==> images/clock_map.png <==
Scale bar: 20 µm.
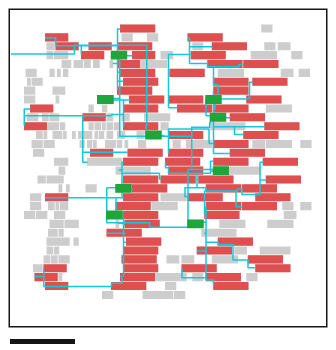
==> images/metal_stack.png <==
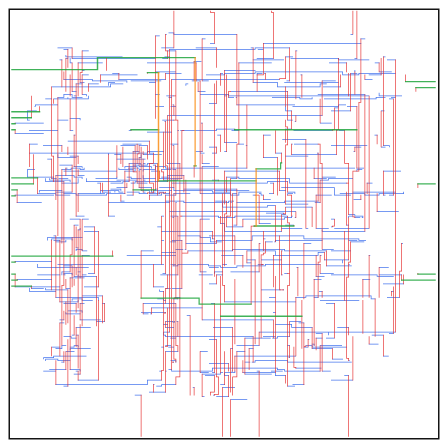
==> images/final_placement.png <==
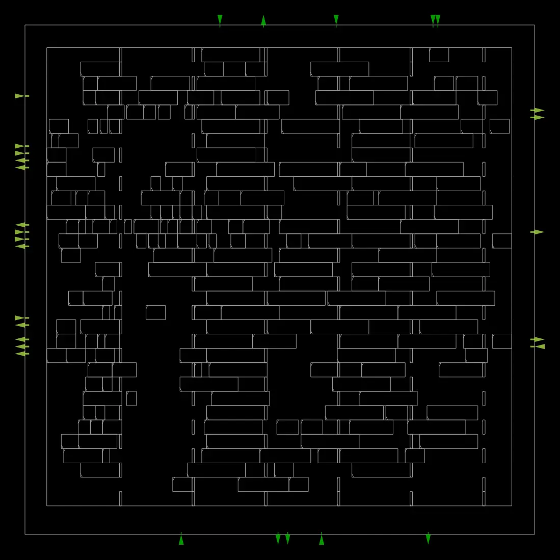
==> images/met3.png <==
Scale bar: 20 µm.
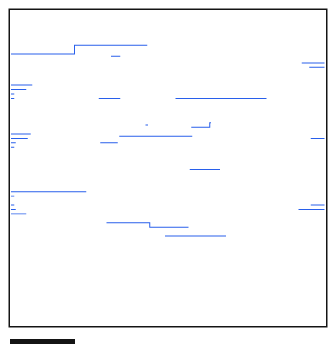
==> images/zoom.png <==
Window x 28 to 68, y 9 to 49 µm. Cells in gray, sequential cells in the stronger gray; small squares are vias.
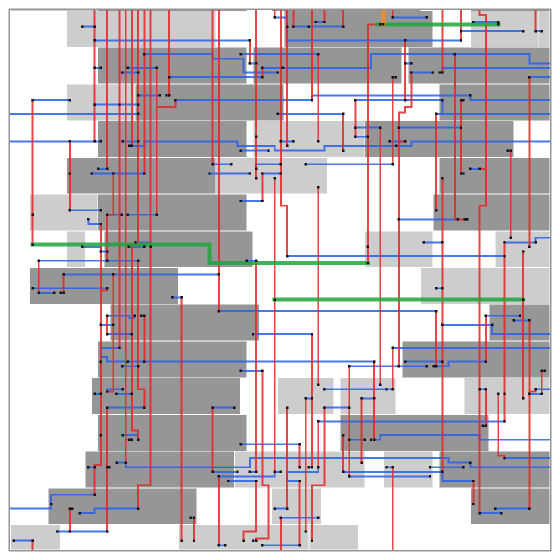
`config.mk`:
```
export PLATFORM = sky130hd
export DESIGN_NAME = stream_rx_fifo
export DESIGN_NICKNAME = d
export VERILOG_FILES = /design/src/rtl/stream_rx_fifo.sv
export SDC_FILE = /design/constraint.sdc
export NUM_CORES = 1
export LEC_CHECK = 0
export CAP_MARGIN = 10
export CORE_MARGIN = 4
export CORE_UTILIZATION = 40
export DETAILED_ROUTE_END_ITERATION = 12
export PLACE_DENSITY_LB_ADDON = 0.05
export SYNTH_ARGS = -nofsm -noshare
export SYNTH_HDL_FRONTEND = slang
export SYNTH_SLANG_ARGS = --single-unit
```
`constraint.sdc`:
```
create_clock -name clk -period 7.4 [get_ports clk]
set_clock_uncertainty 0.2 [all_clocks]
set_input_delay 1.11 -clock clk [delete_from_list [all_inputs] [get_ports clk]]
set_output_delay 1.11 -clock clk [all_outputs]
set_load 0.005 [all_outputs]
```
`src/rtl/stream_rx_fifo.sv`:
```
// stream_rx_fifo: show-ahead receive buffer; upstream cannot be stalled, so a word arriving while full is dropped and flagged.
// Latency: a pushed word appears on dout/valid_out one cycle after its push (no din->dout bypass).
// Backpressure: ready_in stalls the head word; optional drop counter enabled by `define STREAM_RX_DROP_CNT_EN.
module stream_rx_fifo #(
  parameter int width = 8,
  parameter int depth = 8
) (
  input  logic                   clk,
  input  logic                   rst,
  input  logic [width-1:0]       din,
  input  logic                   valid_in,
  output logic [width-1:0]       dout,
  output logic                   valid_out,
  input  logic                   ready_in,
  output logic                   full,
  output logic                   empty,
  output logic [$clog2(depth):0] count,
  output logic                   overflow,
  input  logic                   ovf_clr
`ifdef STREAM_RX_DROP_CNT_EN
  ,
  output logic [7:0]             drop_cnt
`endif
);

  localparam int              AW       = $clog2(depth);
  localparam logic [AW:0]     FULL_CNT = (AW+1)'(depth);
  localparam logic [AW:0]     CNT_ONE  = (AW+1)'(1);
  localparam logic [AW-1:0]   PTR_ONE  = AW'(1);

  logic [width-1:0] r_mem [depth];
  logic [AW-1:0]    r_wptr;
  logic [AW-1:0]    r_rptr;
  logic [AW:0]      r_count;
  logic             r_ovf;

  logic w_pop;
  logic w_push;
  logic w_drop;

  // Flags decode straight from the registered occupancy.
  assign full      = (r_count == FULL_CNT);
  assign empty     = (r_count == '0);
  assign valid_out = !empty;
  assign dout      = r_mem[r_rptr];
  assign count     = r_count;
  assign overflow  = r_ovf;

  // A pop frees a slot in the same cycle, so a full buffer can still accept a word alongside it.
  always_comb begin
    w_pop  = valid_out && ready_in;
    w_push = valid_in && (!full || w_pop);
    w_drop = valid_in && full && !w_pop;
  end

  // Payload storage; no reset needed because the pointers define what is valid.
  always_ff @(posedge clk) begin
    if (rst && w_push) begin
      r_mem[r_wptr] <= din;
    end
  end

  // Pointers and occupancy; pointers wrap naturally since depth is a power of two.
  always_ff @(posedge clk) begin
    if (!rst) begin
      r_wptr  <= '0;
      r_rptr  <= '0;
      r_count <= '0;
    end else begin
      if (w_push) r_wptr <= r_wptr + PTR_ONE;
      if (w_pop)  r_rptr <= r_rptr + PTR_ONE;
      if (w_push && !w_pop)      r_count <= r_count + CNT_ONE;
      else if (w_pop && !w_push) r_count <= r_count - CNT_ONE;
    end
  end

  // Sticky overflow; a drop in the same cycle as a clear keeps it set.
  always_ff @(posedge clk) begin
    if (!rst) begin
      r_ovf <= 1'b0;
    end else if (w_drop) begin
      r_ovf <= 1'b1;
    end else if (ovf_clr) begin
      r_ovf <= 1'b0;
    end
  end

`ifdef STREAM_RX_DROP_CNT_EN
  logic [7:0] r_drop_cnt;

  assign drop_cnt = r_drop_cnt;

  // Saturating drop counter; a clear coinciding with a drop restarts the count at that drop.
  always_ff @(posedge clk) begin
    if (!rst) begin
      r_drop_cnt <= '0;
    end else if (w_drop) begin
      if (ovf_clr)                  r_drop_cnt <= 8'd1;
      else if (r_drop_cnt != 8'hFF) r_drop_cnt <= r_drop_cnt + 8'd1;
    end else if (ovf_clr) begin
      r_drop_cnt <= '0;
    end
  end
`endif

endmodule

```
==> results.sh <==
# physical design summary
export IMPL_buffers=34
export IMPL_root_buffer="clkbuf_8"
export IMPL_synth_simple_area_share_pct=6.31
export IMPL_met3WireLength_um=248
export IMPL_logic_gate_count=82
export IMPL_reg2reg_depth=10
export IMPL_clock_area_share_pct=6.61
export IMPL_wl_met1_mm=2.48
export IMPL_synthFlopType="edfxtp_1"
export IMPL_maxCapViolations=0
export IMPL_ir_drop_v=0.000115
export IMPL_cp_end_kind="primary output"
export IMPL_synth_most_common_cell="edfxtp_1"
export IMPL_status="finished clean"
export IMPL_area_growth_synth_to_final_pct=20.7
export IMPL_place_gp_congestion=0.813
export IMPL_path_cells="mux4_1 > mux2_2 > clkdlybuf4s50_1"
export IMPL_grt_pass1_vias=1700
export IMPL_dr_pass1_iters=4
export IMPL_dp_cells=301
export IMPL_crit_slowest_cell="dfxtp_1"
export IMPL_swShare_pct=23.3
export IMPL_ys_cells=173
export IMPL_fin_nets=229
export IMPL_antenna_left=0
export IMPL_r2r_setup_slack_ns=4.50
Back to the opening pictures, clock_map.png:
legend:
  cells driving clock nets:
    color: green
    count: 9
  clock wires:
    color: cyan
    length: 809 µm
  flip-flops:
    color: red
    count: 78
routed clock nets: 10
clk_lat worst skew: 0.33 ns
clock power share: 32.1%
Clock group: 0.000394 W

Back to the opening pictures, metal_stack.png:
legend:
  met1:
    color: blue
    wire_length: 2,480 µm
  met3:
    color: green
    wire_length: 249 µm
  met4:
    color: orange
    wire_length: 61.9 µm
  met2:
    color: red
    wire_length: 2,860 µm
mean routed wirelength per cell: 17.9 µm
GR Util All Layers: 12.6%
vias: 1,595

Back to the opening pictures, final_placement.png:
Layout Utilization: 49.5%
Seq/total area: 57.9%
Layout fillers: 662
FF+latch count: 78
Core Region: 7690 µm²

Back to the opening pictures, met3.png:
main direction: horizontal
nets with wire on the layer: 23
longest straight run: 27.6 µm
share of all routed wire: 4.4%
GR Util met3: 3.60%
Routed WL: 5.65 mm

Back to the opening pictures, zoom.png:
legend:
  met3:
    color: green
  met4:
    color: orange
  met2:
    color: red
  met1:
    color: blue
netlist names of flops here include: r_mem (24)
most frequent: edfxtp_1 (24), clkbuf_8 (4), clkdlybuf4s50_1 (4)
cells with their middle in the window: 42
sequential cells in the window: 24

No activity file was given, so power comes from the tool's default toggle rates.
